$ cat src/rtl/aes_pkg.sv
// AES MixColumns shared definitions: widths, column type, FSM encoding, GF(2^8) helpers.
// Latency: n/a (types and pure functions only).
// Backpressure: n/a.
package aes_pkg;

  localparam int AES_STATE_W = 128;
  localparam int AES_COL_W   = 32;

  typedef logic [AES_COL_W-1:0] aes_col_t;

  typedef enum logic [1:0] {
    IDLE = 2'd0,
    BUSY = 2'd1,
    DONE = 2'd2
  } mixcol_state_e;

  // Multiply by x modulo x^8+x^4+x^3+x+1
  function automatic logic [7:0] xtime(input logic [7:0] x);
    return {x[6:0], 1'b0} ^ (x[7] ? 8'h1b : 8'h00);
  endfunction

  function automatic logic [7:0] gf_mul2(input logic [7:0] x);
    return xtime(x);
  endfunction

  function automatic logic [7:0] gf_mul3(input logic [7:0] x);
    return xtime(x) ^ x;
  endfunction

  // 9 = 8+1
  function automatic logic [7:0] gf_mul9(input logic [7:0] x);
    return xtime(xtime(xtime(x))) ^ x;
  endfunction

  // b = 8+2+1
  function automatic logic [7:0] gf_mulb(input logic [7:0] x);
    return xtime(xtime(xtime(x))) ^ xtime(x) ^ x;
  endfunction

  // d = 8+4+1
  function automatic logic [7:0] gf_muld(input logic [7:0] x);
    return xtime(xtime(xtime(x))) ^ xtime(xtime(x)) ^ x;
  endfunction

  // e = 8+4+2
  function automatic logic [7:0] gf_mule(input logic [7:0] x);
    return xtime(xtime(xtime(x))) ^ xtime(xtime(x)) ^ xtime(x);
  endfunction

endpackage

$ cat src/rtl/aes_mixcol_col.sv
// One-column (Inv)MixColumns transform; inverse path only exists with AES_MIXCOL_INV_EN.
// Latency: purely combinational.
// Backpressure: none; the parent decides when the result is captured.
module aes_mixcol_col
  import aes_pkg::*;
(
  input  aes_col_t col,
  input  logic     inv,
  output aes_col_t col_out
);

  logic [7:0] w_b0, w_b1, w_b2, w_b3;
  aes_col_t   w_fwd;

  // b0 is the most significant byte of the column
  assign w_b0 = col[31:24];
  assign w_b1 = col[23:16];
  assign w_b2 = col[15:8];
  assign w_b3 = col[7:0];

  assign w_fwd = {gf_mul2(w_b0) ^ gf_mul3(w_b1) ^ w_b2          ^ w_b3,
                  w_b0          ^ gf_mul2(w_b1) ^ gf_mul3(w_b2) ^ w_b3,
                  w_b0          ^ w_b1          ^ gf_mul2(w_b2) ^ gf_mul3(w_b3),
                  gf_mul3(w_b0) ^ w_b1          ^ w_b2          ^ gf_mul2(w_b3)};

`ifdef AES_MIXCOL_INV_EN
  aes_col_t w_inv;

  // 0e,0b,0d,09 circulant
  assign w_inv = {gf_mule(w_b0) ^ gf_mulb(w_b1) ^ gf_muld(w_b2) ^ gf_mul9(w_b3),
                  gf_mul9(w_b0) ^ gf_mule(w_b1) ^ gf_mulb(w_b2) ^ gf_muld(w_b3),
                  gf_muld(w_b0) ^ gf_mul9(w_b1) ^ gf_mule(w_b2) ^ gf_mulb(w_b3),
                  gf_mulb(w_b0) ^ gf_muld(w_b1) ^ gf_mul9(w_b2) ^ gf_mule(w_b3)};

  assign col_out = inv ? w_inv : w_fwd;
`else
  // Forward-only build: the select input is kept for a uniform interface
  logic w_unused_inv;
  assign w_unused_inv = inv;
  assign col_out      = w_fwd;
`endif

endmodule

$ cat src/rtl/aes_mixcolumns_seq.sv
// Sequential AES (Inv)MixColumns, COLS_PER_CYCLE columns per cycle; inverse built only with AES_MIXCOL_INV_EN.
// Latency: accept at edge T, out_valid after edge T+4/COLS_PER_CYCLE.
// Backpressure: result held in DONE until out_ready; new input accepted in IDLE or in DONE during handoff.
module aes_mixcolumns_seq
  import aes_pkg::*;
#(
  parameter int COLS_PER_CYCLE = 4
) (
  input  logic                   clk,
  input  logic                   rst,
  input  logic                   in_valid,
  output logic                   in_ready,
  input  logic [AES_STATE_W-1:0] in_state,
  input  logic                   in_inv,
  output logic                   out_valid,
  input  logic                   out_ready,
  output logic [AES_STATE_W-1:0] out_state,
  output logic                   busy
);

  localparam int         N_GRP    = 4 / COLS_PER_CYCLE;
  localparam logic [1:0] LAST_GRP = 2'(N_GRP - 1);

  generate
    if (COLS_PER_CYCLE != 1 && COLS_PER_CYCLE != 2 && COLS_PER_CYCLE != 4) begin : g_bad_cfg
      $error("aes_mixcolumns_seq: COLS_PER_CYCLE must be 1, 2 or 4");
    end
  endgenerate

  mixcol_state_e          r_state, w_state_nxt;
  logic [1:0]             r_grp;
  logic [AES_STATE_W-1:0] r_work;
  logic                   r_inv;
  logic                   w_accept;
  logic                   w_last_grp;
  logic                   w_inv_in;
  aes_col_t               w_col_in  [COLS_PER_CYCLE];
  aes_col_t               w_col_out [COLS_PER_CYCLE];

`ifdef AES_MIXCOL_INV_EN
  assign w_inv_in = in_inv;
`else
  logic w_unused_in_inv;
  assign w_unused_in_inv = in_inv;
  assign w_inv_in        = 1'b0;
`endif

  assign w_accept   = in_valid && in_ready;
  assign w_last_grp = (r_grp == LAST_GRP);

  generate
    for (genvar j = 0; j < COLS_PER_CYCLE; j++) begin : g_col
      assign w_col_in[j] = r_work[(int'(r_grp) * COLS_PER_CYCLE + j) * AES_COL_W +: AES_COL_W];
      aes_mixcol_col u_col (
        .col     (w_col_in[j]),
        .inv     (r_inv),
        .col_out (w_col_out[j])
      );
    end
  endgenerate

  // FSM state register
  always_ff @(posedge clk) begin
    if (rst) r_state <= IDLE;
    else     r_state <= w_state_nxt;
  end

  // Next state and handshake outputs; outputs forced low while reset is applied
  always_comb begin
    w_state_nxt = r_state;
    in_ready    = 1'b0;
    out_valid   = 1'b0;
    busy        = 1'b0;
    out_state   = '0;
    case (r_state)
      IDLE: begin
        in_ready = 1'b1;
        if (in_valid) w_state_nxt = BUSY;
      end
      BUSY: begin
        busy = 1'b1;
        if (w_last_grp) w_state_nxt = DONE;
      end
      DONE: begin
        busy      = 1'b1;
        out_valid = 1'b1;
        out_state = r_work;
        if (out_ready) begin
          in_ready    = 1'b1;
          w_state_nxt = in_valid ? BUSY : IDLE;
        end
      end
      default: w_state_nxt = IDLE;
    endcase
    if (rst) begin
      in_ready  = 1'b0;
      out_valid = 1'b0;
      busy      = 1'b0;
      out_state = '0;
    end
  end

  // Capture on accept, then transform one column group per BUSY cycle in place
  always_ff @(posedge clk) begin
    if (rst) begin
      r_work <= '0;
      r_grp  <= 2'd0;
      r_inv  <= 1'b0;
    end else if (w_accept) begin
      r_work <= in_state;
      r_inv  <= w_inv_in;
      r_grp  <= 2'd0;
    end else if (r_state == BUSY) begin
      for (int j = 0; j < COLS_PER_CYCLE; j++) begin
        r_work[(int'(r_grp) * COLS_PER_CYCLE + j) * AES_COL_W +: AES_COL_W] <= w_col_out[j];
      end
      r_grp <= w_last_grp ? 2'd0 : r_grp + 2'd1;
    end
  end

endmodule

$ cat config.mk
export PLATFORM = sky130hd
export DESIGN_NAME = aes_mixcolumns_seq
export DESIGN_NICKNAME = d
export VERILOG_FILES = /design/src/rtl/aes_pkg.sv /design/src/rtl/aes_mixcol_col.sv /design/src/rtl/aes_mixcolumns_seq.sv
export SDC_FILE = /design/constraint.sdc
export NUM_CORES = 1
export LEC_CHECK = 0
export CAP_MARGIN = 20
export CORE_MARGIN = 5
export CORE_UTILIZATION = 30
export CTS_BUF_LIST = sky130_fd_sc_hd__clkbuf_4 sky130_fd_sc_hd__clkbuf_8
export DETAILED_ROUTE_END_ITERATION = 8
export GPL_ROUTABILITY_DRIVEN = 1
export GPL_TIMING_DRIVEN = 0
export SYNTH_ARGS = -nofsm -noshare
export SYNTH_HDL_FRONTEND = slang
export SYNTH_SLANG_ARGS = --single-unit
$ cat constraint.sdc
create_clock -name clk -period 2.1 [get_ports clk]
set_input_delay 0.42 -clock clk [delete_from_list [all_inputs] [get_ports clk]]
set_output_delay 0.42 -clock clk [all_outputs]
set_load 0.005 [all_outputs]
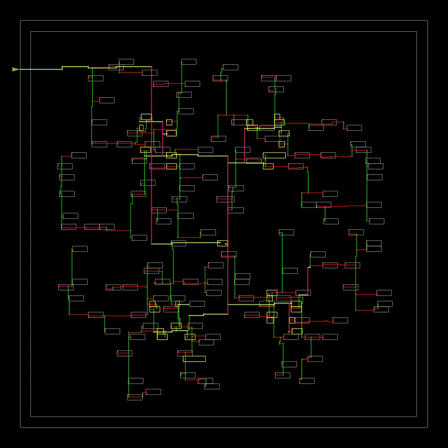
Figure 1: run 1, clock nets.
Layout Skew: 0.0170 ns
Flops: 132
CLK BUF: 21

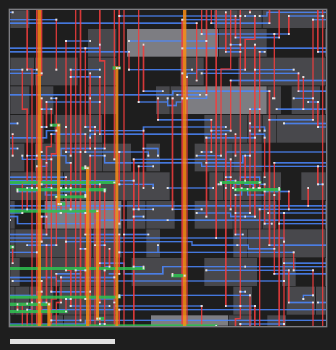
Figure 2: run 1, a small window of the routed layout.
Scale bar: 10 um. Region (86, 86) to (116, 116) um. Cells in grey, sequential cells in the stronger grey; small squares are vias.
| colour | layer |
|---|---|
| red | metal 2 |
| green | metal 3 |
| orange | metal 4 |
| blue | metal 1 |
most frequent: buf_4 (11), nor2_1 (5)
cells with their middle in the window: 59
sequential cells in the window: 3
netlist names of flops here include: `r_state` (2), `r_grp` (1)

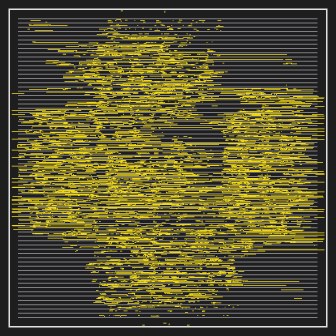
Figure 3: run 1, M1 wires.
Supply wires on this layer in grey.
main direction: horizontal
share of all routed wire: 43%
wire length on this layer: 20000 um
longest straight run: 73.1 um
via count: 10700
final wirelength: 46100 um
met1 Track Usage GR: 28.9%

==> impl_metrics.ini, run 1 <==
; implementation run metrics
[grt]
grt_overflow = 0
grtUsageMet2_pct = 36.2
grt_max_degree = 17
gr-max-usage-layer = met2
grt_pass1_wl_um = 69100
antenna_found_initial = 6
grt_usage_pct = 22.0

[min_path]
min_path_type = primary input to flop
hp-start = in_state[72]

[final_layout]
regArea_um2 = 2650
lay_top_cells = xnor2_1, clkdlybuf4s50_1, dfxtp_1, buf_6, and2_4
stdcell_area_um2 = 16000
finalNetCount = 1717
drive_gt1_share_pct = 26.2

[power_and_ir_drop]
seqPwrFrac_pct = 19.0
p_leak_nw = 6.20
p_clk_mw = 2.32
p_sw_share_pct = 45.0

[synth]
synth_nets = 1386
top_cell_area_share_pct = 24.0
ys_cells = 1247

[worst_setup_path]
required_ns = 1.68
reg2reg_from = r_state[0]$_SDFFE_PP0P_
endpoint = out_state[91]
rr_worst_depth = 8
startpoint_type = primary input
crit_type = primary input to primary output
cpLargestDelayFamily = buffers and inverters

[detailed_routing]
drc_errors = 0
viasPerCell = 5.19
met1_length_um = 20000
top_layer_used = met5

[clocking]
cts_buffers = 17
cts_buffer_depth = 2

[timing]
finalClockPeriodUsage_pct = 118
finalSetupTns_ns = -31.04
period_minus_slack_ns = 2.47
tightestPinTransition_ns = 0.865
setup_viol = 133
layout_setup_ws_ns = -0.374
slew-limit-headroom_pct = 42.4

[run_status]
outcome = finished with violations
failed_checks = negative setup slack

[floorplanning]
row_count = 70

[place]
gp_congestion = 0.895

[run]
log.warning_count = 33
==> run 1: registers in the layout, summed over array words and instances (netlist names) <==
register and flops:
r_state 2, r_grp 2, r_work 128
==> run 1: timing repair <==
| item | 4_1_cts | 5_1_grt |
|---|---|---|
| buffers inserted | 31 | 18 |
| hold buffers | 0 | 0 |
| endpoints found under the setup margin | 259 | 236 |
| pin swaps | 4 | 6 |
| resized | 743 | 163 |
| endpoints found under the hold margin | 0 | 0 |
| cloned | 10 | 1 |
==> run 1: cells by family (layout without fill, tap and decap cells) <==
kind of cell,count (synthesis),after routing,share of synthesized area (%)
mux,20,20,1.82
compound gates,213,213,13.8
simple gates,360,360,19.0
flops,132,132,24.0
xor+xnor,375,375,35.6
fa+ha+maj,6,6,0.683
other cells,0,2,0
buf+inv,141,485,5.11
Figure 4. Metal layers overlaid (run 1).
Only two layers are drawn.
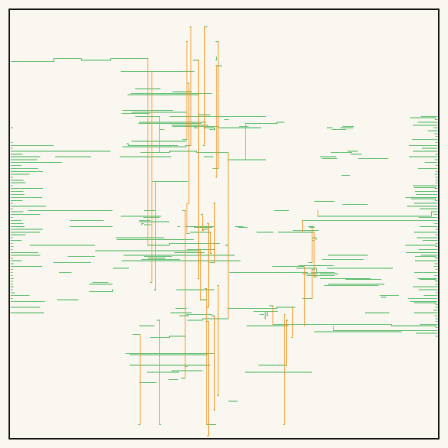

==> run 2: changes to the inputs <==
SKIP_LAST_GASP = 1   (was not set)
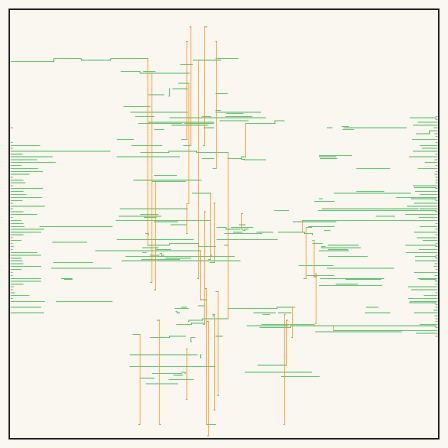
Figure 5: run 2, metal layers overlaid.
Only two layers are drawn.
| colour | layer | wire length |
|---|---|---|
| orange | metal 4 | 1350 um |
| green | metal 3 | 3400 um |
GRT Overall Usage: 22.0%
WL per Instance: 22.4 um
final wirelength: 46200 um
via count: 10700

==> run 2 against run 1 <==
  * Count of clock-buffer cells in the layout unchanged
  * Highest routed layer unchanged
  * Area after synthesis unchanged
  * Synthesized cell count unchanged
  * Clock power hardly changed
  * Core utilization fell by 0.13 points
  * Setup slack better by 0.0027 ns
  * Wire length is 0.17% higher
  * The run still ends with negative setup slack left
  * Power about the same
  * Hold slack worse by 0.0019 ns
  * Critical path type unchanged
  * Largest power group unchanged
==> impl_metrics.ini, run 2 <==
; implementation run metrics
[clocking]
cts_buffers = 17
cts-resized-gates = 724

[grt]
grt_pass1_wl_um = 69000
grtUsageMet2_pct = 36.1
grt_overflow = 0
gr-max-usage-layer = met2
grt_max_degree = 17

[run_status]
failed_checks = negative setup slack
outcome = finished with violations

[synth]
ys_cells = 1247
mux_share_pct = 1.82

[timing]
layout_setup_ws_ns = -0.372
setup_viol = 130
skew_ns = 0.0187

[final_layout]
lay_top_cells = xnor2_1, clkdlybuf4s50_1, dfxtp_1, buf_6, and2_4
largest_register_ffs = 128
flop-count = 132

[worst_setup_path]
crit_type = primary input to primary output
rr_worst_depth = 8
endpoint = out_state[91]

[detailed_routing]
met1_length_um = 19900
viasPerCell = 5.19

[power_and_ir_drop]
p_leak_nw = 6.20
==> run 2: cell count changes in the layout (fill, tap and decap cells not counted) <==
cell | before | now
and2_1 | 38 | 46
and2_4 | 99 | 91
clkbuf_16 | 3 | 4
buf_4 | 25 | 34
clkbuf_8 | 25 | 27
buf_2 | 41 | 52
buf_8 | 18 | 13
clkdlybuf4s15_2 | 1 | 4
buf_6 | 121 | 103
buf_12 | 2 | 4
==> run 2: power by group through the flow <==
stage          Combinational [mW]  Clock (mW)  Sequential (mW)
2_1_floorplan                14.8           0             4.58
3_3_place_gp                 18.1           0             5.11
3_5_place_dp                 18.3           0             5.12
4_1_cts                      18.9        2.36             5.09
5_1_grt                      21.0        2.45             5.29
6_report                     19.6        2.32             5.15
No activity file was given, so power comes from the tool's default toggle rates.
